$ cat src/rtl/cp0_pkg.sv
// Shared definitions for the CP0 exception unit: register numbers, field
// positions inside SR and Cause, and the exception codes the pipeline reports.
package cp0_pkg;

    localparam logic [4:0] REG_SR    = 5'd12;
    localparam logic [4:0] REG_CAUSE = 5'd13;
    localparam logic [4:0] REG_EPC   = 5'd14;
    localparam logic [4:0] REG_PRID  = 5'd15;

    localparam int SR_IE        = 0;
    localparam int SR_EXL       = 1;
    localparam int SR_IM_LO     = 10;
    localparam int SR_IM_HI     = 15;

    localparam int CAUSE_EXC_LO = 2;
    localparam int CAUSE_EXC_HI = 6;
    localparam int CAUSE_IP_LO  = 10;
    localparam int CAUSE_IP_HI  = 15;
    localparam int CAUSE_BD     = 31;

    typedef enum logic [4:0] {
        EXC_INT  = 5'd0,
        EXC_ADEL = 5'd4,
        EXC_ADES = 5'd5,
        EXC_RI   = 5'd10,
        EXC_OV   = 5'd12
    } exccode_e;

    // EXL alone selects the mode; the enum only names the two cases.
    typedef enum logic {
        MODE_NORMAL  = 1'b0,
        MODE_HANDLER = 1'b1
    } mode_e;

    function automatic logic [31:0] pack_sr(input logic [5:0] im,
                                            input logic       exl,
                                            input logic       ie);
        logic [31:0] word;
        word = '0;
        word[SR_IM_HI:SR_IM_LO] = im;
        word[SR_EXL]            = exl;
        word[SR_IE]             = ie;
        return word;
    endfunction

    function automatic logic [31:0] pack_cause(input logic       bd,
                                               input logic [5:0] ip,
                                               input logic [4:0] code);
        logic [31:0] word;
        word = '0;
        word[CAUSE_BD]                  = bd;
        word[CAUSE_IP_HI:CAUSE_IP_LO]   = ip;
        word[CAUSE_EXC_HI:CAUSE_EXC_LO] = code;
        return word;
    endfunction

endpackage

$ cat src/rtl/cp0_exc_unit_if.sv
// Pipeline-to-CP0 bundle: M-stage exception info, interrupt lines, MTC0/MFC0
// access and the redirect request sent back to fetch.
interface cp0_exc_unit_if;

    logic [31:0] pc_m;
    logic        bd_m;
    logic [4:0]  exccode_m;
    logic [5:0]  hwint;
    logic        eret_m;
    logic        we;
    logic [4:0]  addr;
    logic [31:0] wdata;
    logic [31:0] rdata;
    logic        exc_req;
    logic        redirect;
    logic [31:0] redirect_pc;

    modport master (
        output pc_m, bd_m, exccode_m, hwint, eret_m, we, addr, wdata,
        input  rdata, exc_req, redirect, redirect_pc
    );

    modport slave (
        input  pc_m, bd_m, exccode_m, hwint, eret_m, we, addr, wdata,
        output rdata, exc_req, redirect, redirect_pc
    );

endinterface

$ cat src/rtl/cp0_exc_unit.sv
// CP0 exception unit: holds SR/Cause/EPC/PRId, decides in the same cycle
// whether to take an interrupt or exception, and handles ERET and MTC0/MFC0.
module cp0_exc_unit
    import cp0_pkg::*;
#(
    parameter logic [31:0] EXC_VECTOR = 32'h0000_4180,
    parameter logic [31:0] PRID_VALUE = 32'h1234_5678
) (
    input logic             clk,
    input logic             reset_n,
    cp0_exc_unit_if.slave   bus
);

    logic [5:0]  sr_im,     sr_im_nxt;
    logic        sr_exl,    sr_exl_nxt;
    logic        sr_ie,     sr_ie_nxt;
    logic        cause_bd,  cause_bd_nxt;
    logic [5:0]  cause_ip,  cause_ip_nxt;
    logic [4:0]  cause_exc, cause_exc_nxt;
    logic [31:0] epc,       epc_nxt;

    mode_e       mode;
    logic        int_pend;
    logic        sync_exc;
    logic        exc_req;
    logic        eret_ok;
    logic [31:0] epc_target;

    // Interrupts use the live hwint lines so they are taken with no lag.
    always_comb begin
        mode     = sr_exl ? MODE_HANDLER : MODE_NORMAL;
        int_pend = (|(bus.hwint & sr_im)) && sr_ie && (mode == MODE_NORMAL);
        sync_exc = (bus.exccode_m != 5'd0) && (mode == MODE_NORMAL);
        exc_req  = reset_n && (int_pend || sync_exc);
        eret_ok  = reset_n && bus.eret_m && (mode == MODE_HANDLER) && !exc_req;
    end

    // A delay-slot instruction restarts from its branch, one word earlier.
    always_comb begin
        epc_target = bus.bd_m ? (bus.pc_m - 32'd4) : bus.pc_m;
        epc_target = epc_target & 32'hFFFF_FFFC;
    end

    always_comb begin
        bus.exc_req     = exc_req;
        bus.redirect    = exc_req || eret_ok;
        bus.redirect_pc = exc_req ? EXC_VECTOR : epc;
    end

    // Exception entry beats ERET, which beats an MTC0 issued in the same cycle.
    always_comb begin
        sr_im_nxt     = sr_im;
        sr_exl_nxt    = sr_exl;
        sr_ie_nxt     = sr_ie;
        cause_bd_nxt  = cause_bd;
        cause_ip_nxt  = bus.hwint;
        cause_exc_nxt = cause_exc;
        epc_nxt       = epc;

        if (exc_req) begin
            sr_exl_nxt    = 1'b1;
            cause_exc_nxt = int_pend ? EXC_INT : bus.exccode_m;
            cause_bd_nxt  = bus.bd_m;
            epc_nxt       = epc_target;
        end else if (eret_ok) begin
            sr_exl_nxt = 1'b0;
        end else if (bus.we) begin
            case (bus.addr)
                REG_SR: begin
                    sr_im_nxt  = bus.wdata[SR_IM_HI:SR_IM_LO];
                    sr_exl_nxt = bus.wdata[SR_EXL];
                    sr_ie_nxt  = bus.wdata[SR_IE];
                end
                REG_EPC: epc_nxt = bus.wdata & 32'hFFFF_FFFC;
                default: ;
            endcase
        end
    end

    always_ff @(posedge clk or negedge reset_n) begin
        if (!reset_n) begin
            sr_im     <= '0;
            sr_exl    <= 1'b0;
            sr_ie     <= 1'b0;
            cause_bd  <= 1'b0;
            cause_ip  <= '0;
            cause_exc <= '0;
            epc       <= '0;
        end else begin
            sr_im     <= sr_im_nxt;
            sr_exl    <= sr_exl_nxt;
            sr_ie     <= sr_ie_nxt;
            cause_bd  <= cause_bd_nxt;
            cause_ip  <= cause_ip_nxt;
            cause_exc <= cause_exc_nxt;
            epc       <= epc_nxt;
        end
    end

    // Reads return the stored contents; a write in this cycle is not bypassed.
    always_comb begin
        bus.rdata = '0;
        case (bus.addr)
            REG_SR:    bus.rdata = pack_sr(sr_im, sr_exl, sr_ie);
            REG_CAUSE: bus.rdata = pack_cause(cause_bd, cause_ip, cause_exc);
            REG_EPC:   bus.rdata = epc;
            REG_PRID:  bus.rdata = PRID_VALUE;
            default:   bus.rdata = '0;
        endcase
    end

endmodule

$ cat src/flat_wrapper.sv
// flat-port wrapper written by rule: the top's interface ports become plain ports
module cp0_exc_unit_flat import cp0_pkg::*;
#(
    parameter logic [31:0] EXC_VECTOR = 32'h0000_4180,
    parameter logic [31:0] PRID_VALUE = 32'h1234_5678
)
  (clk, reset_n, bus_pc_m, bus_bd_m, bus_exccode_m, bus_hwint, bus_eret_m, bus_we, bus_addr, bus_wdata, bus_rdata, bus_exc_req, bus_redirect, bus_redirect_pc);
  cp0_exc_unit_if bus_i ();
  input logic clk;
  input logic reset_n;
  input wire logic [$bits(bus_i.pc_m)-1:0] bus_pc_m;
  input wire logic [$bits(bus_i.bd_m)-1:0] bus_bd_m;
  input wire logic [$bits(bus_i.exccode_m)-1:0] bus_exccode_m;
  input wire logic [$bits(bus_i.hwint)-1:0] bus_hwint;
  input wire logic [$bits(bus_i.eret_m)-1:0] bus_eret_m;
  input wire logic [$bits(bus_i.we)-1:0] bus_we;
  input wire logic [$bits(bus_i.addr)-1:0] bus_addr;
  input wire logic [$bits(bus_i.wdata)-1:0] bus_wdata;
  output wire logic [$bits(bus_i.rdata)-1:0] bus_rdata;
  output wire logic [$bits(bus_i.exc_req)-1:0] bus_exc_req;
  output wire logic [$bits(bus_i.redirect)-1:0] bus_redirect;
  output wire logic [$bits(bus_i.redirect_pc)-1:0] bus_redirect_pc;
  assign bus_i.pc_m = bus_pc_m;
  assign bus_i.bd_m = bus_bd_m;
  assign bus_i.exccode_m = bus_exccode_m;
  assign bus_i.hwint = bus_hwint;
  assign bus_i.eret_m = bus_eret_m;
  assign bus_i.we = bus_we;
  assign bus_i.addr = bus_addr;
  assign bus_i.wdata = bus_wdata;
  assign bus_rdata = bus_i.rdata;
  assign bus_exc_req = bus_i.exc_req;
  assign bus_redirect = bus_i.redirect;
  assign bus_redirect_pc = bus_i.redirect_pc;
  cp0_exc_unit #(.EXC_VECTOR(EXC_VECTOR), .PRID_VALUE(PRID_VALUE)) u_core (.clk(clk), .reset_n(reset_n), .bus(bus_i));
endmodule
$ cat config.mk
export PLATFORM = sky130hd
export DESIGN_NAME = cp0_exc_unit_flat
export DESIGN_NICKNAME = d
export VERILOG_FILES = /design/src/rtl/cp0_pkg.sv /design/src/rtl/cp0_exc_unit_if.sv /design/src/rtl/cp0_exc_unit.sv /design/src/flat_wrapper.sv
export SDC_FILE = /design/constraint.sdc
export NUM_CORES = 1
export LEC_CHECK = 0
export ABC_AREA = 1
export CAP_MARGIN = 0
export CORE_UTILIZATION = 30
export DETAILED_ROUTE_END_ITERATION = 10
export GPL_TIMING_DRIVEN = 0
export PLACE_DENSITY_LB_ADDON = 0.1
export SETUP_SLACK_MARGIN = 0.02
export SLEW_MARGIN = 20
export SYNTH_ARGS = -nofsm -noshare
export SYNTH_HDL_FRONTEND = slang
export SYNTH_SLANG_ARGS = --single-unit
$ cat constraint.sdc
create_clock -name clk -period 3 [get_ports clk]
set_input_delay 0.6 -clock clk [delete_from_list [all_inputs] [get_ports clk]]
set_output_delay 0.6 -clock clk [all_outputs]
set_load 0.005 [all_outputs]
clock_wires.png
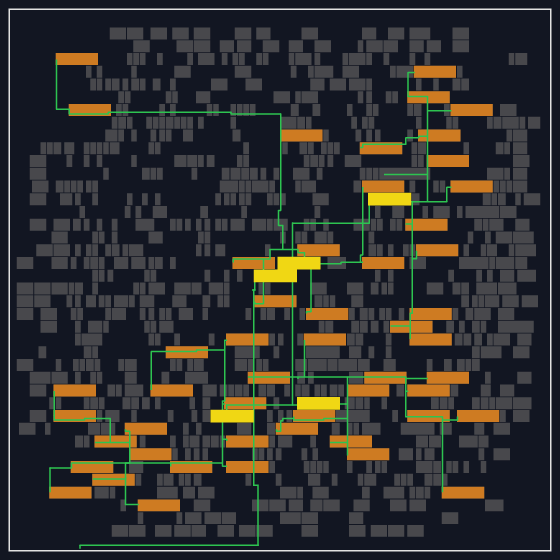
[clock-net drivers] yellow | count: 5
[flip-flops] orange | count: 50
[clock wires] green | length: 751 um
flops lie: widely spread
routed clock nets: 6

floorplan.png
Pins as bars on the die edge. Tap cells in gray.
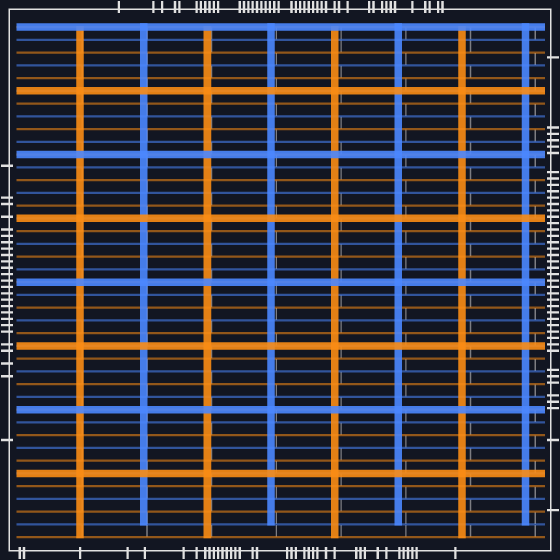
| net | color |
|---|---|
| VSS | orange |
| VDD | blue |
signal pins: 151
met5 straps: 8
tap cells: 168

==> Implementation_results.wiki <==
== Run summary ==
{| class="wikitable"
! Metric !! Value
|-
| Outcome || complete, no violations
|-
| Worst R2R Path Depth || 13
|-
| Via Count || 4,265
|-
| Switching component of the power || 1.26 mW
|-
| Core Util at FP || 0.313
|-
| Die Wd || 115 um
|-
| Nets || 866
|-
| Initial DRT Pass Iterations || 5
|-
| Port Buf Inserts || 146
|-
| Wirelength per Cell || 14.8 um
|-
| Critical setup path kind || in -> out
|-
| Max frequency || 0.346 GHz
|-
| Area added between synthesis and finish || 52.2%
|-
| Post-synth tally of flip-flops with integrated enable || 0
|-
| Mapped Avg Cell Area || 6.26 um2
|-
| Data arrival, critical path || 2.29 ns
|-
| Routed vias/inst || 4.49
|-
| Number of cell instances after yosys synthesis || 614
|-
| OpenROAD warning count || 29
|-
| Share of final-layout standard cells stronger than drive strength 1 || 0.101
|-
| Kind of start point of the critical path || input pin
|-
| Most frequent cell after synthesis || nand2_1
|-
| Final setup vio count || 0
|-
| Area post-placement || 5510 um2
|-
| Fraction of synthesized cell area taken by the top area cell type || 0.326
|-
| Sequential cell area fraction in the yosys report || 0.326
|-
| IO Pins || 151
|-
| Post-layout total power || 3.37 mW
|-
| Slowest library cell on the worst path || clkdlybuf4s50_1
|-
| Path class of the lowest-slack min-delay path || in -> async
|-
| Power density over cell area || 576 nW/um2
|-
| Cell leakage power || 2.99 nW
|-
| Cell variety after synth || 34
|-
| Seq cells post-synth || 50
|-
| Chip area in the Yosys report || 3840 um2
|-
| P_int || 2.10 mW
|-
| Total count of hold-check failures in the final report || 0
|-
| Kind of end point of the critical path || output port
|-
| Clock Latency Late Sink || 0.29 ns
|-
| Clock tree from TritonCTS || done
|-
| Total number of H-tree levels || 2
|-
| Post-CTS clock slew at the launch and capture registers of the worst setup and hold paths || 0.07 ns
|-
| Core area || 12,300 um2
|-
| Maximum clock skew at final layout || 0.00796 ns
|-
| Top cells by count || 212 x nand2_1, 92 x inv_1, 91 x nor2_1
|-
| Wire length of the first global-routing pass || 21.4 mm
|-
| Vias in the first global route || 4,020
|-
| Unrepaired setup endpoints after global routing || false
|-
| Switching part of the total || 0.375
|-
| Area contributors post-synth || dfrtp_1 33%, nand2_1 21%, inv_1 9.0%, nor2_1 8.9%, o21ai_0 5.1%
|-
| Tightest Pin Transition || 0.511 ns
|-
| Post-layout period usage of the worst path || 0.964
|-
| Post-synthesis instance area || 3840 um2
|-
| Most instantiated flip-flop cell in the synthesis netlist || dfrtp_1
|-
| Slack of the worst reg-to-reg path || 1.18 ns
|-
| Die Span Y || 115 um
|-
| HPWL Detailed || 11.3 mm
|-
| Yosys warns || 0
|-
| Max IR drop VDD || 0.252 mV
|-
| Inserted Clock Buffers || 5
|-
| Number of buffers inserted by hold repair at cts || 0
|-
| Max capacitance violation total || 0
|-
| Largest net degree at the start of global routing || 53
|-
| Remaining routing DRC violations || 0
|-
| Critical Path Max Stage Delay || 0.56 ns
|-
| Final-layout worst hold slack || 0.256 ns
|-
| Sink count of the clock tree || 50
|-
| Ordered list of cells on the worst path || clkdlybuf4s50_1, inv_1, nor2_4, buf_12, o21ai_0, nand3_1, clkdlybuf4s50_1
|-
| Count of antenna-violating nets left after detailed routing || 0
|-
| Area of the die || 13,300 um2
|-
| Number of antenna repair diodes || 0
|-
| Cell seen most often among critical-path stages || clkdlybuf4s50_1
|-
| Total wirelength of the detailed-routed design || 14.0 mm
|-
| Max-slew violation count || 0
|-
| Headroom to the max-slew limit || 0.660
|-
| Proportion of register bits with asynchronous set or reset after synthesis || 1.00
|-
| Gate count of the mapped netlist || 614
|-
| Clock Path Buffers || 2
|-
| Share of total power in combinational logic || 0.475
|-
| Power share of the sequential group || 0.327
|-
| Maximum fanout encountered on the critical timing path || 7
|-
| Cell taking the most area after synthesis || dfrtp_1
|-
| Global route overflow || 0
|-
| Data required time of the worst path || 2.40 ns
|-
| Number of antenna violations at the first check in global routing || 0
|-
| Cell area after layout || 5850 um2
|-
| Number of violations reported at the end of detailed-routing iteration 0 || 305
|-
| Clk Tree Root Cell || clkbuf_16
|-
| Weighted congestion reported at the end of routability-driven placement || 0.857
|-
| Global Route Usage Sum || 0.213
|-
| Clock group share of total power || 0.198
|-
| Count of fill cells added during filler insertion || 1,293
|-
| Post-route minimum period || 2.89 ns
|-
| Summed negative setup slack over all endpoints || 0 ns
|}
placed.png
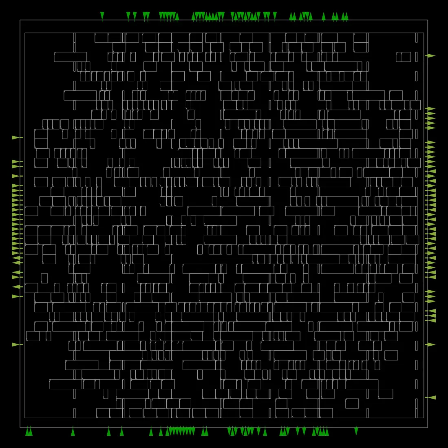
cell row count: 40
count of flip-flops and latches: 50
tap cell instance count: 168
share of the core filled with cells in the final layout: 0.477

==> cells in the final DEF (no fill, tap or decap), drive strengths merged, types with 3 or more instances in the layout <==
master         synthesis  routed
nor3                   4       4
clkbuf                 1       9
dfrtp                 50      50
xnor2                  8       8
o21ai                 57      57
nand4                  5       5
buf                   19      32
clkdlybuf4s15          0       3
inv                   95      96
dlygate4sd2            0      25
xor2                   9       9
a21oi                  6       6
o21bai                 3       3
o211ai                 4       4
dlymetal6s2s           0       9
nor2                  99      99
clkdlybuf4s50          0     105
nand2                216     216
nand3                 31      31
==> registers in the layout, indices dropped and copies added, names as in the netlist <==
| signal | cells |
|---|---|
| u_core.cause_bd | 1 |
| u_core.cause_exc | 5 |
| u_core.cause_ip | 6 |
| u_core.epc | 30 |
| u_core.sr_exl | 1 |
| u_core.sr_ie | 1 |
| u_core.sr_im | 6 |
==> through the flow <==
| stage | instances | setup WS (ns) |
|---|---|---|
| floorplan | 615 | 0.872 |
| finish | 949 | 0.108 |
| detailed placement | 929 | -0.448 |
| global placement | 929 | -2.01 |
| global route | 949 | 0.0123 |
| CTS | 943 | -0.111 |
==> final cells by class <==
cell class                 instances  area, um2  share of cell area
multi-input combinational        450       2120               0.362
inverter                          95        362              0.0618
clock buffer                       5        125              0.0214
sequential                        50       1250               0.214
tap                              168        210              0.0360
buffer                            19        188              0.0321
timing repair buffer             159       1550               0.265
clock inverter                     3       43.8             0.00749
==> worst paths after layout <==
path	startpoint	end
worst max-delay path	bus_addr[1]	bus_rdata[10]
worst min-delay path	reset_n	u_core.sr_exl
worst max register to register	u_core.sr_im[3]	u_core.epc[25]
worst min register to register	u_core.epc[7]	u_core.epc[7]
max in group asynchronous	reset_n	u_core.epc[24]
min in group clk	bus_hwint[3]	u_core.cause_ip[3]
==> worst max-delay path, delay by kind of cell <==
family	cells	cell delay (ns)
buffers and inverters	4	1.34
and+or+nand+nor	2	0.26
AOI/OAI and AO/OA	1	0.08
==> power groups by stage <==
stage	registers (mW)	clock network (mW)	logic, mW
after CTS	1.10	0.681	1.58
final	1.10	0.665	1.60
after detailed placement	1.11	0	1.68
after global placement	1.10	0	1.68
after floorplan	1.07	0	0.839
after global routing	1.14	0.703	1.79
==> routing by layer <==
layer	up-vias	routed length, um	track usage	part of all wire
met5	-	0	0	0
met1	1925	6720	0.307	0.48
met4	0	255	0.0580	0.018
li1	2199	-	-	-
met3	13	799	0.0248	0.057
met2	128	6270	0.337	0.45
==> repair_timing <==
action / 4_1_cts / 5_1_grt
buffers inserted: 7 / 6
pin swaps: 1 / 2
endpoints found under the setup margin: 62 / 40
resized: 51 / 24
==> cell families after synthesis <==
group,share of synthesized area
simple gates,0.395
buf+inv,0.132
compound gates,0.104
flops,0.326
xor+xnor,0.0388
fa+ha+maj,0.00326
other cells,0.000976
Power figures rest on the tool's default switching activity, not on a simulated workload.
